[src/rtl/miner_work_scheduler.sv]
// Work scheduler for the sha256 hasher pair: issues nonces, tracks in-flight slots, maps hits to nonces.
// Optional MINER_SCHED_PREEMPT_EN: accept new work in RUN/DRAIN, flushing in-flight slots.
module miner_work_scheduler #(
    parameter int LOOP_LOG2 = 0,
    parameter int LATENCY   = 130
) (
    input  logic         hash_clk,
    input  logic         reset_n,
    input  logic         work_valid,
    output logic         work_ready,
    input  logic [255:0] work_midstate,
    input  logic [95:0]  work_data,
    input  logic [31:0]  work_nonce_start,
    input  logic [31:0]  work_nonce_end,
    output logic [255:0] hs_state,
    output logic [127:0] hs_data,
    output logic [5:0]   hs_cnt,
    output logic         hs_feedback,
    input  logic         hit,
    output logic         gn_valid,
    output logic [31:0]  gn_nonce,
    input  logic         gn_ready,
    output logic         gn_overflow,
    output logic         busy,
    output logic         done
);
    // state | meaning
    // IDLE  | no work, waiting for work_valid
    // RUN   | issuing one nonce per LOOP cycles
    // DRAIN | all nonces issued, waiting for in-flight slots to retire
    typedef enum logic [1:0] {IDLE, RUN, DRAIN} state_t;

    localparam logic [5:0] CNT_MASK = 6'((1 << LOOP_LOG2) - 1);

    state_t               state_q, state_d;
    logic [255:0]         midstate_q;
    logic [95:0]          data_q;
    logic [31:0]          nonce_q, end_q, ret_nonce_q;
    logic [5:0]           cnt_q;
    logic [LATENCY-1:0]   tag_q, tag_d;
    logic                 accept, flush, load, tag_out, qual_hit;

`ifdef MINER_SCHED_PREEMPT_EN
    assign work_ready = 1'b1;
`else
    assign work_ready = (state_q == IDLE);
`endif

    assign accept      = work_valid & work_ready;
    assign flush       = accept & (state_q != IDLE);
    assign load        = (state_q == RUN) && (cnt_q == 6'd0);
    assign tag_out     = tag_q[LATENCY-1];
    // a hit arriving in the preempt cycle belongs to discarded work
    assign qual_hit    = hit & tag_out & ~flush;

    assign hs_state    = midstate_q;
    assign hs_data     = {nonce_q, data_q};
    assign hs_cnt      = cnt_q;
    assign hs_feedback = (state_q != IDLE) && (cnt_q != 6'd0);
    assign busy        = (state_q != IDLE);

    always_comb begin
        state_d = state_q;
        done    = 1'b0;
        tag_d   = tag_q << 1;
        tag_d[0] = load;
        case (state_q)
            IDLE:  if (accept) state_d = RUN;
            RUN:   if (load && (nonce_q == end_q)) state_d = DRAIN;
            DRAIN: if (tag_q == '0) begin
                done    = 1'b1;
                state_d = IDLE;
            end
            default: state_d = IDLE;
        endcase
        if (flush) begin
            state_d = RUN;
            done    = 1'b0;
            tag_d   = '0;
        end
    end

    always_ff @(posedge hash_clk or negedge reset_n) begin
        if (!reset_n) begin
            state_q     <= IDLE;
            tag_q       <= '0;
            midstate_q  <= '0;
            data_q      <= '0;
            nonce_q     <= '0;
            end_q       <= '0;
            ret_nonce_q <= '0;
            cnt_q       <= '0;
            gn_valid    <= 1'b0;
            gn_nonce    <= '0;
            gn_overflow <= 1'b0;
        end else begin
            state_q <= state_d;
            tag_q   <= tag_d;
            if (accept) begin
                midstate_q  <= work_midstate;
                data_q      <= work_data;
                nonce_q     <= work_nonce_start;
                end_q       <= work_nonce_end;
                ret_nonce_q <= work_nonce_start;
                cnt_q       <= '0;
            end else begin
                if (state_q != IDLE)
                    cnt_q <= (cnt_q + 6'd1) & CNT_MASK;
                if (load && (nonce_q != end_q))
                    nonce_q <= nonce_q + 32'd1;
                if (tag_out)
                    ret_nonce_q <= ret_nonce_q + 32'd1;
            end
            if (qual_hit) begin
                if (!gn_valid || gn_ready) begin
                    gn_valid <= 1'b1;
                    gn_nonce <= ret_nonce_q;
                end else begin
                    gn_overflow <= 1'b1;
                end
            end else if (gn_ready) begin
                gn_valid <= 1'b0;
            end
        end
    end
endmodule
[config.mk]
export PLATFORM = sky130hd
export DESIGN_NAME = miner_work_scheduler
export DESIGN_NICKNAME = d
export VERILOG_FILES = /design/src/rtl/miner_work_scheduler.sv
export SDC_FILE = /design/constraint.sdc
export NUM_CORES = 1
export LEC_CHECK = 0
export ABC_CLOCK_PERIOD_IN_PS = 2700
export CORE_AREA = 2 2 330 332
export CTS_CLUSTER_DIAMETER = 60
export DETAILED_ROUTE_END_ITERATION = 8
export DIE_AREA = 0 0 332 334
export HOLD_SLACK_MARGIN = 0.1
export SLEW_MARGIN = 10
export SYNTH_ARGS = -nofsm -noshare
export SYNTH_HDL_FRONTEND = slang
export SYNTH_SLANG_ARGS = --single-unit
export TNS_END_PERCENT = 100
[constraint.sdc]
create_clock -name hash_clk -period 2.7 [get_ports hash_clk]
set_input_delay 0.54 -clock hash_clk [delete_from_list [all_inputs] [get_ports hash_clk]]
set_output_delay 0.54 -clock hash_clk [all_outputs]
set_load 0.02 [all_outputs]
==> flow_summary.ini, run 1 <==
; yosys + openroad results
[global_routing]
grt_overflow_total = 0
maximum_number_of_pins_on_one_net_before_global_route_repair = 80
globalRouteTotalUtil = 0.1571
grt_first_pass_wirelength_um = 132900

[sta]
rsz0062_at_grt = true
finalClockSkew_ns = 0.02594
slew_violations = 0
setup_viol_count_final = 1
tightest_slew_ns = 0.7164
period_needed_ns = 2.996
hold_ws_ns = 0.3569
worst_setup_margin_ns = -0.2964
final.period_utilization = 1.110
hold_violations = 0

[routing]
drt_iter0_markers = 1248
drt_first_pass_iters = 5
route.detailed.vias_per_inst = 4.201
route.detailed.drc = 0
wire_per_inst_um = 18.94

[synth]
xor_xnor_portion_of_the_synthesized_cell_area = 0.02507
area_leaders = sky130_fd_sc_hd__dfrtp_1 65%, sky130_fd_sc_hd__nand2_1 19%, sky130_fd_sc_hd__clkbuf_1 3.4%
syn-mean-instance-area_um2 = 9.587
ys_warn_count = 0
ys_seq_frac = 0.6468
synthesis.area_um2 = 23760
synth_flops = 614
synth.cells.most_frequent = 1,186 x sky130_fd_sc_hd__nand2_1, 614 x sky130_fd_sc_hd__dfrtp_1, 215 x sky130_fd_sc_hd__clkbuf_1
yosysCellCount = 2478
syn-instance-count = 2478
synthTopLogicFamily = simple AND/OR/NAND/NOR gates
synth_largest_type_area_fraction = 0.6468
synth.distinct_cells = 57
synth-async-reset-ratio = 1.000
synth.yosys.chip_area_um2 = 23760
enable_flop_cells = 0
synth_dominant_cell_count = sky130_fd_sc_hd__nand2_1
synthDominantAreaCellType = sky130_fd_sc_hd__dfrtp_1

[layout]
post_route_cells_drive_above_1_share = 0.08605
area_delta_synth_final_pct = 54.27
layout_top_cell = sky130_fd_sc_hd__nand2_1
num-nets-final = 3676

[placed_design]
place.gp.congestion = 0.8482
dp_hpwl_um = 67560

[setup_path]
worst_setup_path_start_kind = register
critical_path_class = register to primary output
reg2reg_setup_slack_ns = 0.26
crit_arrival_ns = 2.46
worstPathMaxFanout = 2
worst_ep_required_time_ns = 2.16

[run_status]
outcome = finished, violations left
violated_checks = setup timing

[flow_run]
log.warning_count = 28
drv_cap = 0

[floorplanning]
die_area_um2 = 110900
die_y_extent_um = 334
core_box_area_um2 = 107800
pin_count = 849

[cts]
clock_tree.root_cell = sky130_fd_sc_hd__clkbuf_16
h-tree-depth = 3
cts.reportedPaths.clkPinSlew_ns = 0.06
cts_buffers = 76
worst_skew_pair.late_latency_ns = 0.63

[power_and_ir_drop]
pwr_density_cell_nw_per_um2 = 561.1
==> run 1: where the power goes <==
group          switching (W)  internal, W  leakage, nW
Clock                0.00425      0.00621         1.24
Combinational       0.000320     0.000575         8.21
Sequential                 0      0.00920         8.06
==> run 1: sequential cells by signal, summed over array words and instances (netlist names) <==
signal / cells
end_q: 32
tag_q: 130
hs_state: 256
state_q: 2
data_q: 96
nonce_q: 32
gn_nonce: 32
gn_overflow: 1
ret_nonce_q: 32
gn_valid: 1
==> run 1: worst max-delay path, cell delays in order (launching register included) <==
cell	delay, ns
sky130_fd_sc_hd__dfrtp_1	0.40
sky130_fd_sc_hd__nor4_2	0.34
sky130_fd_sc_hd__nand4_1	0.18
sky130_fd_sc_hd__nor4_2	0.28
sky130_fd_sc_hd__nand3_1	0.15
sky130_fd_sc_hd__nor3b_2	0.23
sky130_fd_sc_hd__buf_4	0.15
sky130_fd_sc_hd__buf_6	0.11
==> run 1: through the flow <==
step,utilization,area [um2],std cells
5_1_grt,0.3400,36650,4729
6_report,0.3400,36650,4729
3_3_place_gp,0.3155,34000,4588
3_5_place_dp,0.3155,34000,4588
2_1_floorplan,-,23780,2484
4_1_cts,0.3398,36630,4726
==> run 1: what timing repair did <==
action	4_1_cts	5_1_grt
resized	9	2
hold endpoints to repair	31	0
hold buffers	1	0
endpoints found under the setup margin	2	2
pin swaps	2	1
==> run 1: logic make-up (layout without fill, tap and decap cells) <==
logic type | after synthesis | after routing
flip-flops | 614 | 614
XOR/XNOR | 68 | 68
buffers and inverters | 264 | 1092
adder cells (fa/ha/maj) | 2 | 2
other | 1 | 10
AND/OR/NAND/NOR | 1398 | 1398
AND-OR/OR-AND | 97 | 97
multiplexers | 34 | 34
==> run 1: path summary, 6_finish.rpt <==
path                                to  cells past startpoint   startpoint
max in group asynchronous  hs_state[2]                      4      reset_n
min                         tag_q[110]                      0   tag_q[109]
max                               done                      7    tag_q[74]
min reg2reg                 tag_q[110]                      0   tag_q[109]
max reg2reg                 nonce_q[0]                      7  nonce_q[15]
min in group asynchronous     tag_q[4]                      2      reset_n
==> run 1: routing by layer <==
layer	track usage	share of wire	wire length (um)	vias to the layer above
met2	0.2500	0.47	41730	786
li1	-	-	-	9284
met4	0.05522	0.029	2563	4
met1	0.2036	0.42	37840	9670
met3	0.04523	0.083	7400	123
met5	0	0.00030	27	-
==> run 1: area by class of cell <==
type	instances	area, um2
Fill cell	10942	71140
Timing Repair Buffer	942	9484
Clock buffer	93	2037
Antenna cell	3	7.507
Clock inverter	44	531.8
Sequential cell	614	15360
Tap cell	1414	1769
Multi-Input combinational cell	1606	7406
Inverter	13	48.80
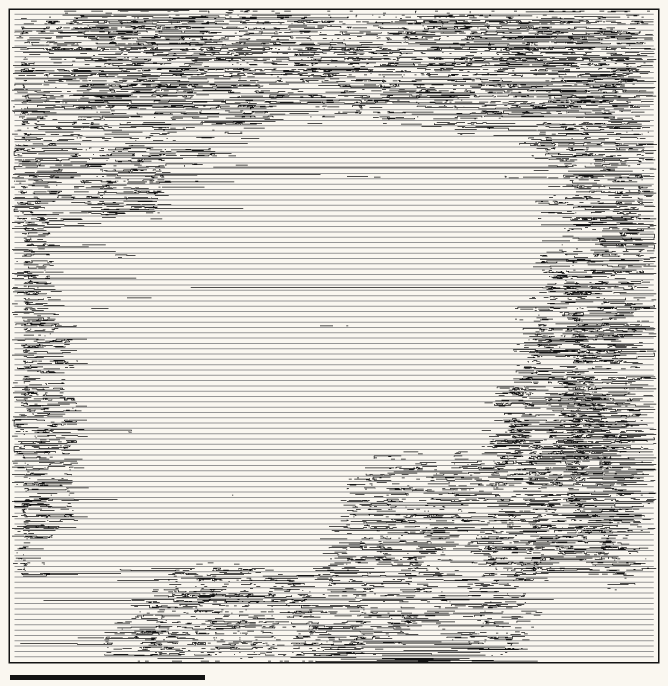
(run_1/layer_met1.png)
Scale bar: 100 um. Supply wires on this layer in gray.
The layer carries 37.8 mm of wire. 3,300 nets have wire on it.
overall via count from detail_route: 19,867
GRT met1 Usage: 0.2036
sum of routed wire length over all layers: 89,560 um

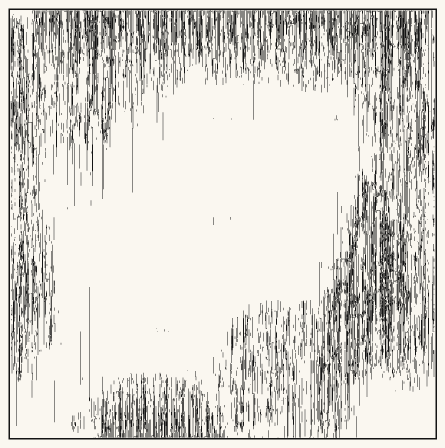
(run_1/layer_met2.png)
The layer carries 41.7 mm of wire. The layer holds 47% of the routed length. 2,981 nets have wire on it. The longest straight run is 90.4 um.
Global Route met2 Usage: 0.2500

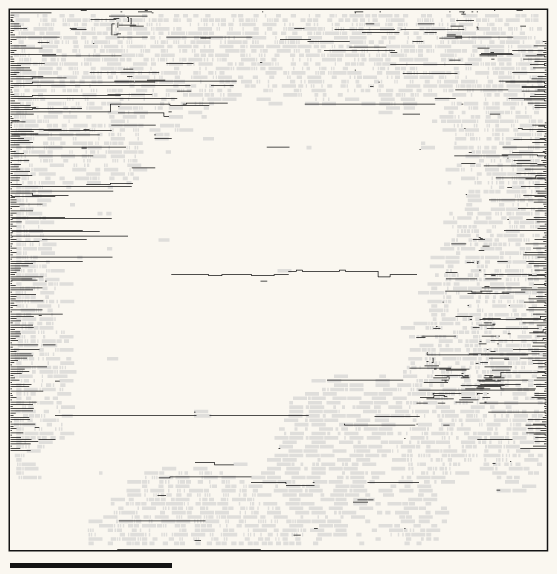
(run_1/layer_met3.png)
Scale bar: 100 um. Cells faint in the background.
The layer carries 7,400 um of wire. 518 nets have wire on it. The longest straight run is 111 um. The wires run mostly horizontal. The layer holds 8.3% of the routed length.
global routing usage on met3: 0.04523

==> inputs of run 2 (changes only) <==
Settings changed: ABC_CLOCK_PERIOD_IN_PS 2700 to 2500.
Clock period 2.7 ns to 2.5 ns, I/O delays scaled along.
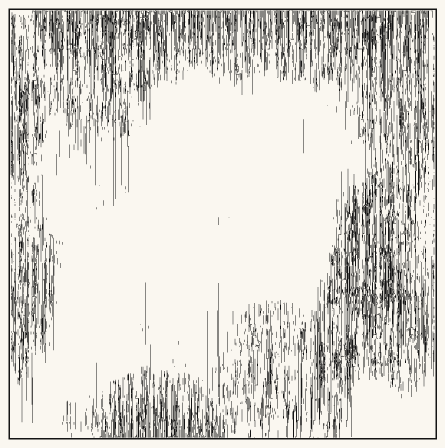
(run_2/layer_met2.png)
3,055 nets have wire on it. The longest straight run is 94.5 um. The layer holds 47% of the routed length.
overall via count from detail_route: 20,044
sum of routed wire length over all layers: 89,340 um
Global Route met2 Usage: 0.2524

==> run 2 against run 1 <==
The run still ends with setup timing left; flip-flop count unchanged; die area unchanged; synthesized area unchanged; critical path type unchanged; largest power group unchanged.
==> flow_summary.ini, run 2 <==
; yosys + openroad results
[sta]
slew_violations = 0
finalClockSkew_ns = 0.03538
period_needed_ns = 2.898
rsz0062_at_grt = true
worst_setup_margin_ns = -0.3980
hold_violations = 0
setup_viol_count_final = 1
tightest_slew_ns = 0.6712

[setup_path]
worst_ep_required_time_ns = 2.00
crit_arrival_ns = 2.40
worst_setup_path_start_kind = register

[synth]
enable_flop_cells = 0
synthTopLogicFamily = simple AND/OR/NAND/NOR gates
synthDominantAreaCellType = sky130_fd_sc_hd__dfrtp_1
xor_xnor_portion_of_the_synthesized_cell_area = 0.02507
yosysCellCount = 2478
synth.yosys.chip_area_um2 = 23760
synth.distinct_cells = 57
synth_dominant_cell_count = sky130_fd_sc_hd__nand2_1
synth.cells.most_frequent = 1,186 x sky130_fd_sc_hd__nand2_1, 614 x sky130_fd_sc_hd__dfrtp_1, 215 x sky130_fd_sc_hd__clkbuf_1
syn-instance-count = 2478
synth_largest_type_area_fraction = 0.6468
ys_warn_count = 0
syn-mean-instance-area_um2 = 9.587

[cts]
cts_buffers = 77
cts.reportedPaths.clkPinSlew_ns = 0.06
clock_tree.root_cell = sky130_fd_sc_hd__clkbuf_16

[routing]
drt_first_pass_iters = 5
wire_per_inst_um = 18.69

[layout]
area_delta_synth_final_pct = 56.61
layoutNonFillerInstCount = 4779
post_route_cells_drive_above_1_share = 0.09970
layout_top_cell = sky130_fd_sc_hd__nand2_1
utilization = 0.3451

[placed_design]
dp_hpwl_um = 68110
dpl.cell_count = 4632

[global_routing]
grt_first_pass_wirelength_um = 132900
maximum_number_of_pins_on_one_net_before_global_route_repair = 70

[power_and_ir_drop]
netSwitchingFraction = 0.2260
seq_power_share = 0.439
pwr_density_cell_nw_per_um2 = 608.9
p_switching_w = 0.005119
power_frac_clock = 0.518
cell_int_power_w = 0.01753
combPwrFrac = 0.044

[run_status]
outcome = finished, violations left
violated_checks = setup timing

[floorplanning]
pin_count = 849
core_box_area_um2 = 107800
die_y_extent_um = 334

[flow_run]
drv_cap = 0
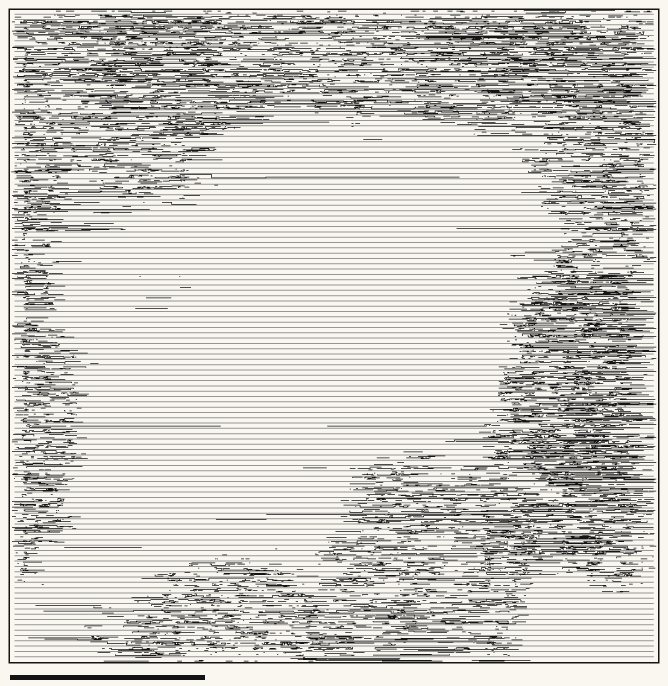
(run_2/layer_met1.png)
Scale bar: 100 um. Supply wires on this layer in gray.
GRT met1 Usage: 0.1973

run 2: cell counts after synthesis:
No cell type changed its count.
run 2: worst max-delay path, cell delays in order (launching register included):
cell	delay, ns
sky130_fd_sc_hd__dfrtp_1	0.39
sky130_fd_sc_hd__nor4_2	0.31
sky130_fd_sc_hd__nand4_1	0.16
sky130_fd_sc_hd__nor4_2	0.32
sky130_fd_sc_hd__nand3_1	0.15
sky130_fd_sc_hd__nor3b_2	0.17
sky130_fd_sc_hd__buf_4	0.13
sky130_fd_sc_hd__buf_6	0.11
run 2: routing by layer:
metal | share of wire | track usage | up-vias
li1 | - | - | 9403
met1 | 0.42 | 0.1973 | 9743
met2 | 0.47 | 0.2524 | 759
met3 | 0.078 | 0.05126 | 133
met4 | 0.026 | 0.05077 | 6
met5 | 0.00036 | 0 | -
run 2: kinds of logic (layout without fill, tap and decap cells):
family / Yosys count / in the layout
flops: 614 / 614
fa+ha+maj: 2 / 2
mux: 34 / 34
buf+inv: 264 / 1140
simple gates: 1398 / 1398
other cells: 1 / 12
xor+xnor: 68 / 68
compound gates: 97 / 97
run 2: final timing paths:
path	start	end	slack, ns	cells past startpoint
max	tag_q[25]	done	-0.40	7
min	tag_q[114]	tag_q[115]	0.36	0
max reg2reg	nonce_q[13]	nonce_q[29]	0.27	7
min reg2reg	tag_q[114]	tag_q[115]	0.36	0
max in group asynchronous	reset_n	hs_state[102]	1.23	5
min in group asynchronous	reset_n	hs_state[255]	0.37	2
run 2: what timing repair did:
action | CTS | global route
pin swaps | 5 | 3
hold buffers | 1 | 0
setup buffers | 0 | 1
hold endpoints to repair | 45 | 0
resized | 11 | 4
setup endpoints to repair | 4 | 1
run 2: layout make-up:
cell class / instances / area (um2)
inverter: 13 / 48.80
antenna: 5 / 12.51
fill: 10882 / 70590
clock inverter: 39 / 589.3
tap: 1414 / 1769
multi-input combinational: 1606 / 7416
clock buffer: 101 / 2147
timing repair buffer: 987 / 9857
sequential: 614 / 15360
run 2: power by group through the flow:
stage                     Clock [W]  Sequential [W]  Combinational, W
after floorplan                   0          0.0101         0.0000249
after global placement            0          0.0101          0.000998
after detailed placement          0          0.0101          0.000997
after CTS                    0.0121         0.00994           0.00101
after global routing         0.0125         0.00993           0.00107
final                        0.0117         0.00994          0.000988
run 2: stage by stage:
stage	cell area, um2	hold slack [ns]
3_3_place_gp	34370	0.3568
6_report	37200	0.3629
3_5_place_dp	34370	0.3605
2_1_floorplan	23780	0.2044
5_1_grt	37200	0.3253
4_1_cts	37160	0.3091
Power is estimated from default activity; no workload was simulated.
